[src/rtl/bib_bellek_arayuzu_if.sv]
// Data-memory bus carrying one registered request (valid/ready) and its response.
// The interface block drives it as master; the memory model or RAM wrapper is the slave.
interface bib_bellek_arayuzu_if;
   logic        istek_gecerli;
   logic        istek_hazir;
   logic [31:0] adr;
   logic [31:0] veri;
   logic [3:0]  maske;
   logic        yaz;
   logic        yanit_gecerli;
   logic [31:0] yanit_veri;

   modport master (
      output istek_gecerli, adr, veri, maske, yaz,
      input  istek_hazir, yanit_gecerli, yanit_veri
   );

   modport slave (
      input  istek_gecerli, adr, veri, maske, yaz,
      output istek_hazir, yanit_gecerli, yanit_veri
   );
endinterface

[src/rtl/bib_bellek_arayuzu.sv]
// Turns the memory unit's single-beat request into a registered valid/ready bus transaction and stalls the pipeline until it completes.
// Optional response timeout is enabled by defining BIB_ZAMAN_ASIMI_EN.
module bib_bellek_arayuzu #(
   parameter int unsigned ZAMAN_ASIMI     = 256,
   parameter int unsigned ZAMAN_SAYAC_BIT = 10,
   parameter logic [31:0] HATA_VERISI     = 32'h0000_0000
) (
   input  logic                        clk_i,
   input  logic                        rst_i,
   input  logic                        bib_sec_i,
   input  logic [31:0]                 bib_adr_i,
   input  logic [31:0]                 bib_veri_i,
   input  logic [3:0]                  bib_veri_maske_i,
   output logic [31:0]                 bib_veri_o,
   output logic                        bib_durdur_o,
   output logic                        hata_o,
   bib_bellek_arayuzu_if.master        bellek
);

   typedef enum logic [1:0] {
      BOSTA = 2'd0,
      ISTEK = 2'd1,
      YANIT = 2'd2
   } durum_t;

   durum_t      durum_q;
   logic        gecerli_q;
   logic        yaz_q;
   logic        hata_q;
   logic [31:0] adr_q;
   logic [31:0] veri_q;
   logic [3:0]  maske_q;
   logic [31:0] son_veri_q;
   logic [31:0] son_veri_d;

   logic        tamam;
   logic        zorla;
   logic        bitis;
   logic        beklenmedik;
   logic        el_sikisma;
   logic [31:0] donus_veri;

   assign tamam       = (durum_q == YANIT) && bellek.yanit_gecerli;
   assign beklenmedik = bellek.yanit_gecerli && (durum_q != YANIT);
   assign bitis       = tamam || zorla;
   assign el_sikisma  = gecerli_q && bellek.istek_hazir && !zorla;

`ifdef BIB_ZAMAN_ASIMI_EN
   localparam logic [ZAMAN_SAYAC_BIT-1:0] SAYAC_SON = ZAMAN_SAYAC_BIT'(ZAMAN_ASIMI - 1);

   logic [ZAMAN_SAYAC_BIT-1:0] sayac_q;

   // Held at zero while idle, so it starts from zero on every ISTEK entry.
   always_ff @(posedge clk_i) begin
      if (rst_i) begin
         sayac_q <= '0;
      end else if (durum_q == BOSTA) begin
         sayac_q <= '0;
      end else begin
         sayac_q <= sayac_q + 1'b1;
      end
   end

   assign zorla      = (durum_q != BOSTA) && (sayac_q == SAYAC_SON) && !tamam;
   assign donus_veri = zorla ? HATA_VERISI : (yaz_q ? 32'h0 : bellek.yanit_veri);
`else
   logic parametre_unused;
   assign parametre_unused = ^{HATA_VERISI, ZAMAN_ASIMI[0], ZAMAN_SAYAC_BIT[0]};
   assign zorla      = 1'b0;
   assign donus_veri = yaz_q ? 32'h0 : bellek.yanit_veri;
`endif

   assign son_veri_d = bitis ? donus_veri : son_veri_q;

   always_comb begin
      bib_veri_o   = son_veri_q;
      bib_durdur_o = 1'b0;
      if (durum_q == BOSTA) begin
         bib_durdur_o = bib_sec_i;
      end else begin
         bib_durdur_o = !bitis;
         if (bitis) begin
            bib_veri_o = donus_veri;
         end
      end
   end

   always_ff @(posedge clk_i) begin
      if (rst_i) begin
         durum_q    <= BOSTA;
         gecerli_q  <= 1'b0;
         adr_q      <= 32'h0;
         veri_q     <= 32'h0;
         maske_q    <= 4'h0;
         yaz_q      <= 1'b0;
         hata_q     <= 1'b0;
         son_veri_q <= 32'h0;
      end else begin
         hata_q     <= beklenmedik || zorla;
         son_veri_q <= son_veri_d;
         case (durum_q)
            BOSTA: begin
               if (bib_sec_i) begin
                  adr_q     <= bib_adr_i;
                  veri_q    <= bib_veri_i;
                  maske_q   <= bib_veri_maske_i;
                  yaz_q     <= |bib_veri_maske_i;
                  gecerli_q <= 1'b1;
                  durum_q   <= ISTEK;
               end
            end
            ISTEK: begin
               if (zorla) begin
                  gecerli_q <= 1'b0;
                  durum_q   <= BOSTA;
               end else if (el_sikisma) begin
                  gecerli_q <= 1'b0;
                  durum_q   <= YANIT;
               end
            end
            YANIT: begin
               if (bitis) begin
                  durum_q <= BOSTA;
               end
            end
            default: begin
               gecerli_q <= 1'b0;
               durum_q   <= BOSTA;
            end
         endcase
      end
   end

   // A forced completion withdraws a still-pending request in the same cycle.
   assign bellek.istek_gecerli = gecerli_q && !zorla;
   assign bellek.adr           = adr_q;
   assign bellek.veri          = veri_q;
   assign bellek.maske         = maske_q;
   assign bellek.yaz           = yaz_q;
   assign hata_o               = hata_q;

endmodule

[src/flat_wrapper.sv]
// flat-port wrapper written by rule: the top's interface ports become plain ports
module bib_bellek_arayuzu_flat 
#(
   parameter int unsigned ZAMAN_ASIMI     = 256,
   parameter int unsigned ZAMAN_SAYAC_BIT = 10,
   parameter logic [31:0] HATA_VERISI     = 32'h0000_0000
)
  (clk_i, rst_i, bib_sec_i, bib_adr_i, bib_veri_i, bib_veri_maske_i, bib_veri_o, bib_durdur_o, hata_o, bellek_istek_gecerli, bellek_adr, bellek_veri, bellek_maske, bellek_yaz, bellek_istek_hazir, bellek_yanit_gecerli, bellek_yanit_veri);
  bib_bellek_arayuzu_if bellek_i ();
  input  logic clk_i;
  input  logic rst_i;
  input  logic bib_sec_i;
  input  logic [31:0] bib_adr_i;
  input  logic [31:0] bib_veri_i;
  input  logic [3:0] bib_veri_maske_i;
  output logic [31:0] bib_veri_o;
  output logic bib_durdur_o;
  output logic hata_o;
  output wire logic [$bits(bellek_i.istek_gecerli)-1:0] bellek_istek_gecerli;
  output wire logic [$bits(bellek_i.adr)-1:0] bellek_adr;
  output wire logic [$bits(bellek_i.veri)-1:0] bellek_veri;
  output wire logic [$bits(bellek_i.maske)-1:0] bellek_maske;
  output wire logic [$bits(bellek_i.yaz)-1:0] bellek_yaz;
  input wire logic [$bits(bellek_i.istek_hazir)-1:0] bellek_istek_hazir;
  input wire logic [$bits(bellek_i.yanit_gecerli)-1:0] bellek_yanit_gecerli;
  input wire logic [$bits(bellek_i.yanit_veri)-1:0] bellek_yanit_veri;
  assign bellek_istek_gecerli = bellek_i.istek_gecerli;
  assign bellek_adr = bellek_i.adr;
  assign bellek_veri = bellek_i.veri;
  assign bellek_maske = bellek_i.maske;
  assign bellek_yaz = bellek_i.yaz;
  assign bellek_i.istek_hazir = bellek_istek_hazir;
  assign bellek_i.yanit_gecerli = bellek_yanit_gecerli;
  assign bellek_i.yanit_veri = bellek_yanit_veri;
  bib_bellek_arayuzu #(.ZAMAN_ASIMI(ZAMAN_ASIMI), .ZAMAN_SAYAC_BIT(ZAMAN_SAYAC_BIT), .HATA_VERISI(HATA_VERISI)) u_core (.clk_i(clk_i), .rst_i(rst_i), .bib_sec_i(bib_sec_i), .bib_adr_i(bib_adr_i), .bib_veri_i(bib_veri_i), .bib_veri_maske_i(bib_veri_maske_i), .bib_veri_o(bib_veri_o), .bib_durdur_o(bib_durdur_o), .hata_o(hata_o), .bellek(bellek_i));
endmodule
[config.mk]
export PLATFORM = sky130hd
export DESIGN_NAME = bib_bellek_arayuzu_flat
export DESIGN_NICKNAME = d
export VERILOG_FILES = /design/src/rtl/bib_bellek_arayuzu_if.sv /design/src/rtl/bib_bellek_arayuzu.sv /design/src/flat_wrapper.sv
export SDC_FILE = /design/constraint.sdc
export NUM_CORES = 1
export LEC_CHECK = 0
export CAP_MARGIN = 20
export CORE_MARGIN = 4
export CORE_UTILIZATION = 42
export CTS_CLUSTER_SIZE = 10
export DETAILED_ROUTE_END_ITERATION = 8
export GPL_TIMING_DRIVEN = 0
export PLACE_DENSITY = 0.84
export SLEW_MARGIN = 30
export SYNTH_ARGS = -nofsm -noshare
export SYNTH_HDL_FRONTEND = slang
export SYNTH_SLANG_ARGS = --single-unit
[constraint.sdc]
create_clock -name clk_i -period 3.85 [get_ports clk_i]
set_input_delay 0.77 -clock clk_i [delete_from_list [all_inputs] [get_ports clk_i]]
set_output_delay 0.77 -clock clk_i [all_outputs]
set_load 0.02 [all_outputs]
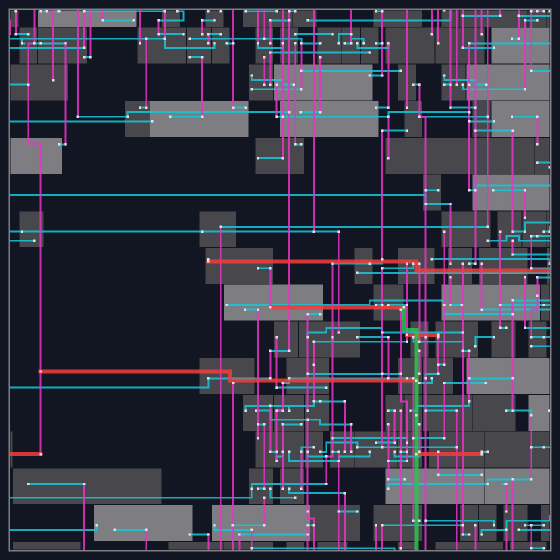
Figure 1: close-up of the layout.
Window x 32 to 72, y 32 to 72 um. Cells in gray, sequential cells in the stronger gray; small squares are vias.
legend:
  M4:
    color: green
  M1:
    color: cyan
  M2:
    color: magenta
  M3:
    color: red
sequential cells in the window: 15
cells with their middle in the window: 82
netlist names of flops here include: u_core.bellek.veri (4), u_core.son_veri_q (3), u_core.bellek.maske (2)
most frequent: dfxtp_1 (15), clkdlybuf4s50_1 (10), nand2_1 (9)

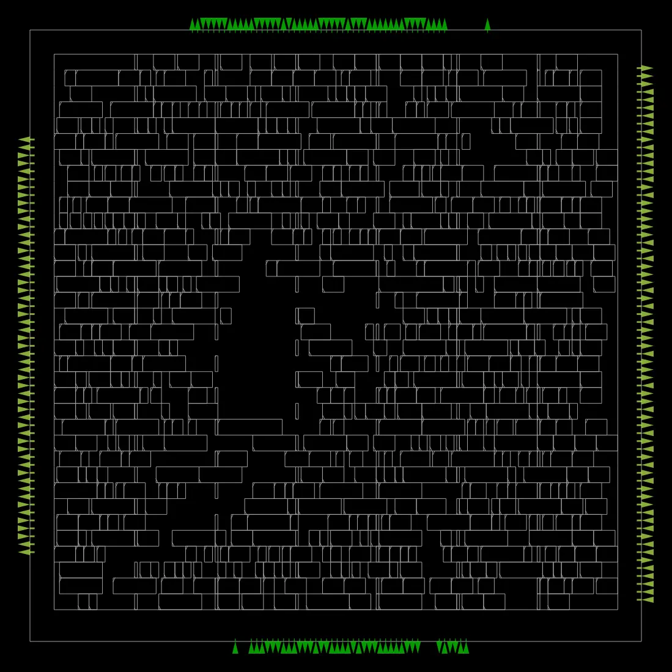
Figure 2: cell outlines without signal wires.
final core occ: 69.3%
non-filler cells, final: 833
registers: 105
fillers: 729

==> run_results.csv <==
group,metric,value,unit
power,p_per_area,374,nW/um2
global_routing,track_usage,22.7,%
power,p_int,0.00176,W
cells_and_area,seq_share,33.0,%
worst_setup_path,r2r_start,"u_core.durum_q[0]",
final_timing,max-slew-margin-rel,64.8,%
min_path,min_path_type,"flop to flop",
yosys,postSynthCellCount,499,
cts,postCtsSetupRepairBufs,0,
cells_and_area,inv_count,1,
power,vdd_drop_max,0.000198,V
power,switching_share,26.0,%
final_timing,fmax,288,MHz
worst_setup_path,r2r-end,"u_core.bellek.adr[28]",
yosys,async_flop_share,0,%
final_timing,worst_pin_slew,0.528,ns
routing,drc_errors,0,
worst_setup_path,r2r_cells,6,
yosys,synth-main-ff-cell,"dfxtp_1",
worst_setup_path,critPathCaptureType,"output port",
die,n_tap_cell,111,
global_routing,grt_overflow_total,0,
cells_and_area,clk_share,3.57,%
yosys,synth_nets,604,
power,leakage,2.51,nW
placed_design,io_buffers,207,
routing,met1_length,4950,um
cts,cts_tree,"done",
final_timing,fin_crit_sh,90.3,%
final_timing,hold_violations,0,
final_timing,setup_viol,0,
power,pwr-share-clk,32.2,%
power,power.combinational.fraction,19.0,%
routing,dr.max_layer_used,"met4",
yosys,synth_cell_type_count,22,
routing,final_antenna_net_count,0,
global_routing,grt_max_degree,18,
routing,first_pass_iters,5,
cells_and_area,drive_gt1_share,5.12,%
outcome,status,"complete, no violations",
die,rows,35,
yosys,ys_area,3940,um2
die,fp_util,42.8,%
worst_setup_path,critical_path_class,"input port to output port",
cells_and_area,comb-cell-share,25.6,%
worst_setup_path,critPathSlowestCell,"clkdlybuf4s50_1",
placed_design,gp_congestion,0.871,
cts,post_cts_resized,0,
final_timing,report.final.slew_viol_count,0,
cells_and_area,fin_nets,822,
cells_and_area,buf_share,35.6,%
cells_and_area,fin_area,6370,um2
placed_design,dpl_cell_area,6150,um2
cts,cts.reportedPaths.clkPinSlew,0.10,ns
worst_setup_path,cpPeakStageDelay,0.60,ns
yosys,synth-edff-count,0,
yosys,synth_area,3940,um2
die,io_pins,209,
yosys,yosys_warnings,0,
global_routing,grt_pass1_wl,20100,um
run,drv_cap,0,
cts,insertion_delay,0.37,ns
worst_setup_path,cp_max_fo,10,
worst_setup_path,start_kind,"input port",
die,die_area,11000,um2
final_timing,period_needed,3.48,ns
global_routing,grt_use_met3,10.1,%
cts,cts_buffers,9,
final_timing,fin_skew,0.00890,ns
power,p_sw,0.000620,W
yosys,yosys.area.top_type,"dfxtp_1",
routing,wl_met3,1320,um
worst_setup_path,critPathArrivalTime,2.71,ns
power,power_frac_seq,48.8,%
final_timing,fin_tns_setup,0,ns
cells_and_area,buffers,246,
worst_setup_path,cpLargestDelayFamily,"buffers and inverters",
worst_setup_path,path_cells,"clkdlybuf4s50_1, nand3b_1, clkbuf_1, nand2_1, nand2_1, clkdlybuf4s50_1",
routing,vias_per_cell,4.96,
cells_and_area,regArea,2100,um2
worst_setup_path,setup.worst_path.start,"bellek_yanit_gecerli",
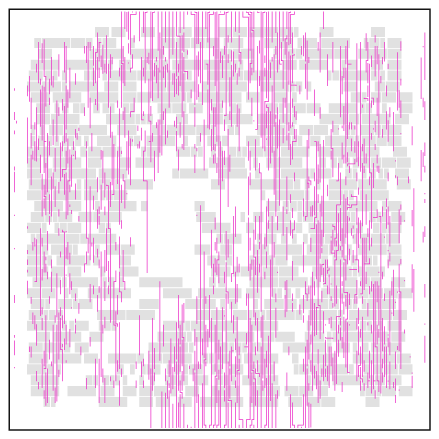
Figure 3: met2 routing.
(4 px per um) Cells faint in the background.
nets with wire on the layer: 707
share of all routed wire: 49%
GR Util met2: 39.5%
DRT Wirelength: 12600 um
Via Count: 4132

==> logic make-up after synthesis <==
logic type / after synthesis / share of synthesized area (%)
flops: 105 / 53.4
simple gates: 247 / 27.6
buf+inv: 40 / 5.09
compound gates: 107 / 13.9
==> worst min path at each step <==
stage                                        end  slack [ns]  cells past startpoint
after floorplan             u_core.son_veri_q[0]        0.44                      2
after global placement      u_core.bellek.adr[6]        0.44                      2
after detailed placement  u_core.bellek.veri[13]        0.45                      2
after CTS                   u_core.bellek.adr[6]        0.46                      2
after global routing      u_core.bellek.veri[20]        0.48                      2
final                     u_core.bellek.veri[18]        0.46                      2
==> placed cells by master (no fill, tap or decap), drive strengths merged, types with 2 or more instances in the layout <==
cell           instances
bufinv                 2
nand2                202
nor2b                  3
clkinv                 2
nor2                   2
nand3b                33
o21ai                  3
buf                   22
nand2b                 2
a21oi                101
clkbuf                28
inv                    2
clkdlybuf4s50        207
dfxtp                105
==> power groups by stage <==
stage          clock (W)  sequential, W  combinational, W
3_5_place_dp           0        0.00119          0.000456
2_1_floorplan          0        0.00124          0.000141
5_1_grt         0.000826        0.00117          0.000488
6_report        0.000767        0.00116          0.000454
3_3_place_gp           0        0.00118          0.000448
4_1_cts         0.000781        0.00116          0.000458
==> through the flow <==
step	cells	hold slack (ns)	power [W]	utilization [%]	setup slack, ns
floorplan	499	0.440	0.00139	-	1.62
global placement	817	0.441	0.00163	66.8	0.399
detailed placement	817	0.447	0.00164	66.8	0.389
CTS	833	0.459	0.00240	69.3	0.383
global route	833	0.479	0.00248	69.3	0.259
finish	833	0.460	0.00238	69.3	0.373
==> worst min-delay path, delay by kind of cell, from the launching register on <==
kind | cells | cell delay, ns
flops | 1 | 0.32
simple gates | 1 | 0.05
compound gates | 1 | 0.05
Power and IR drop assume default switching activity.
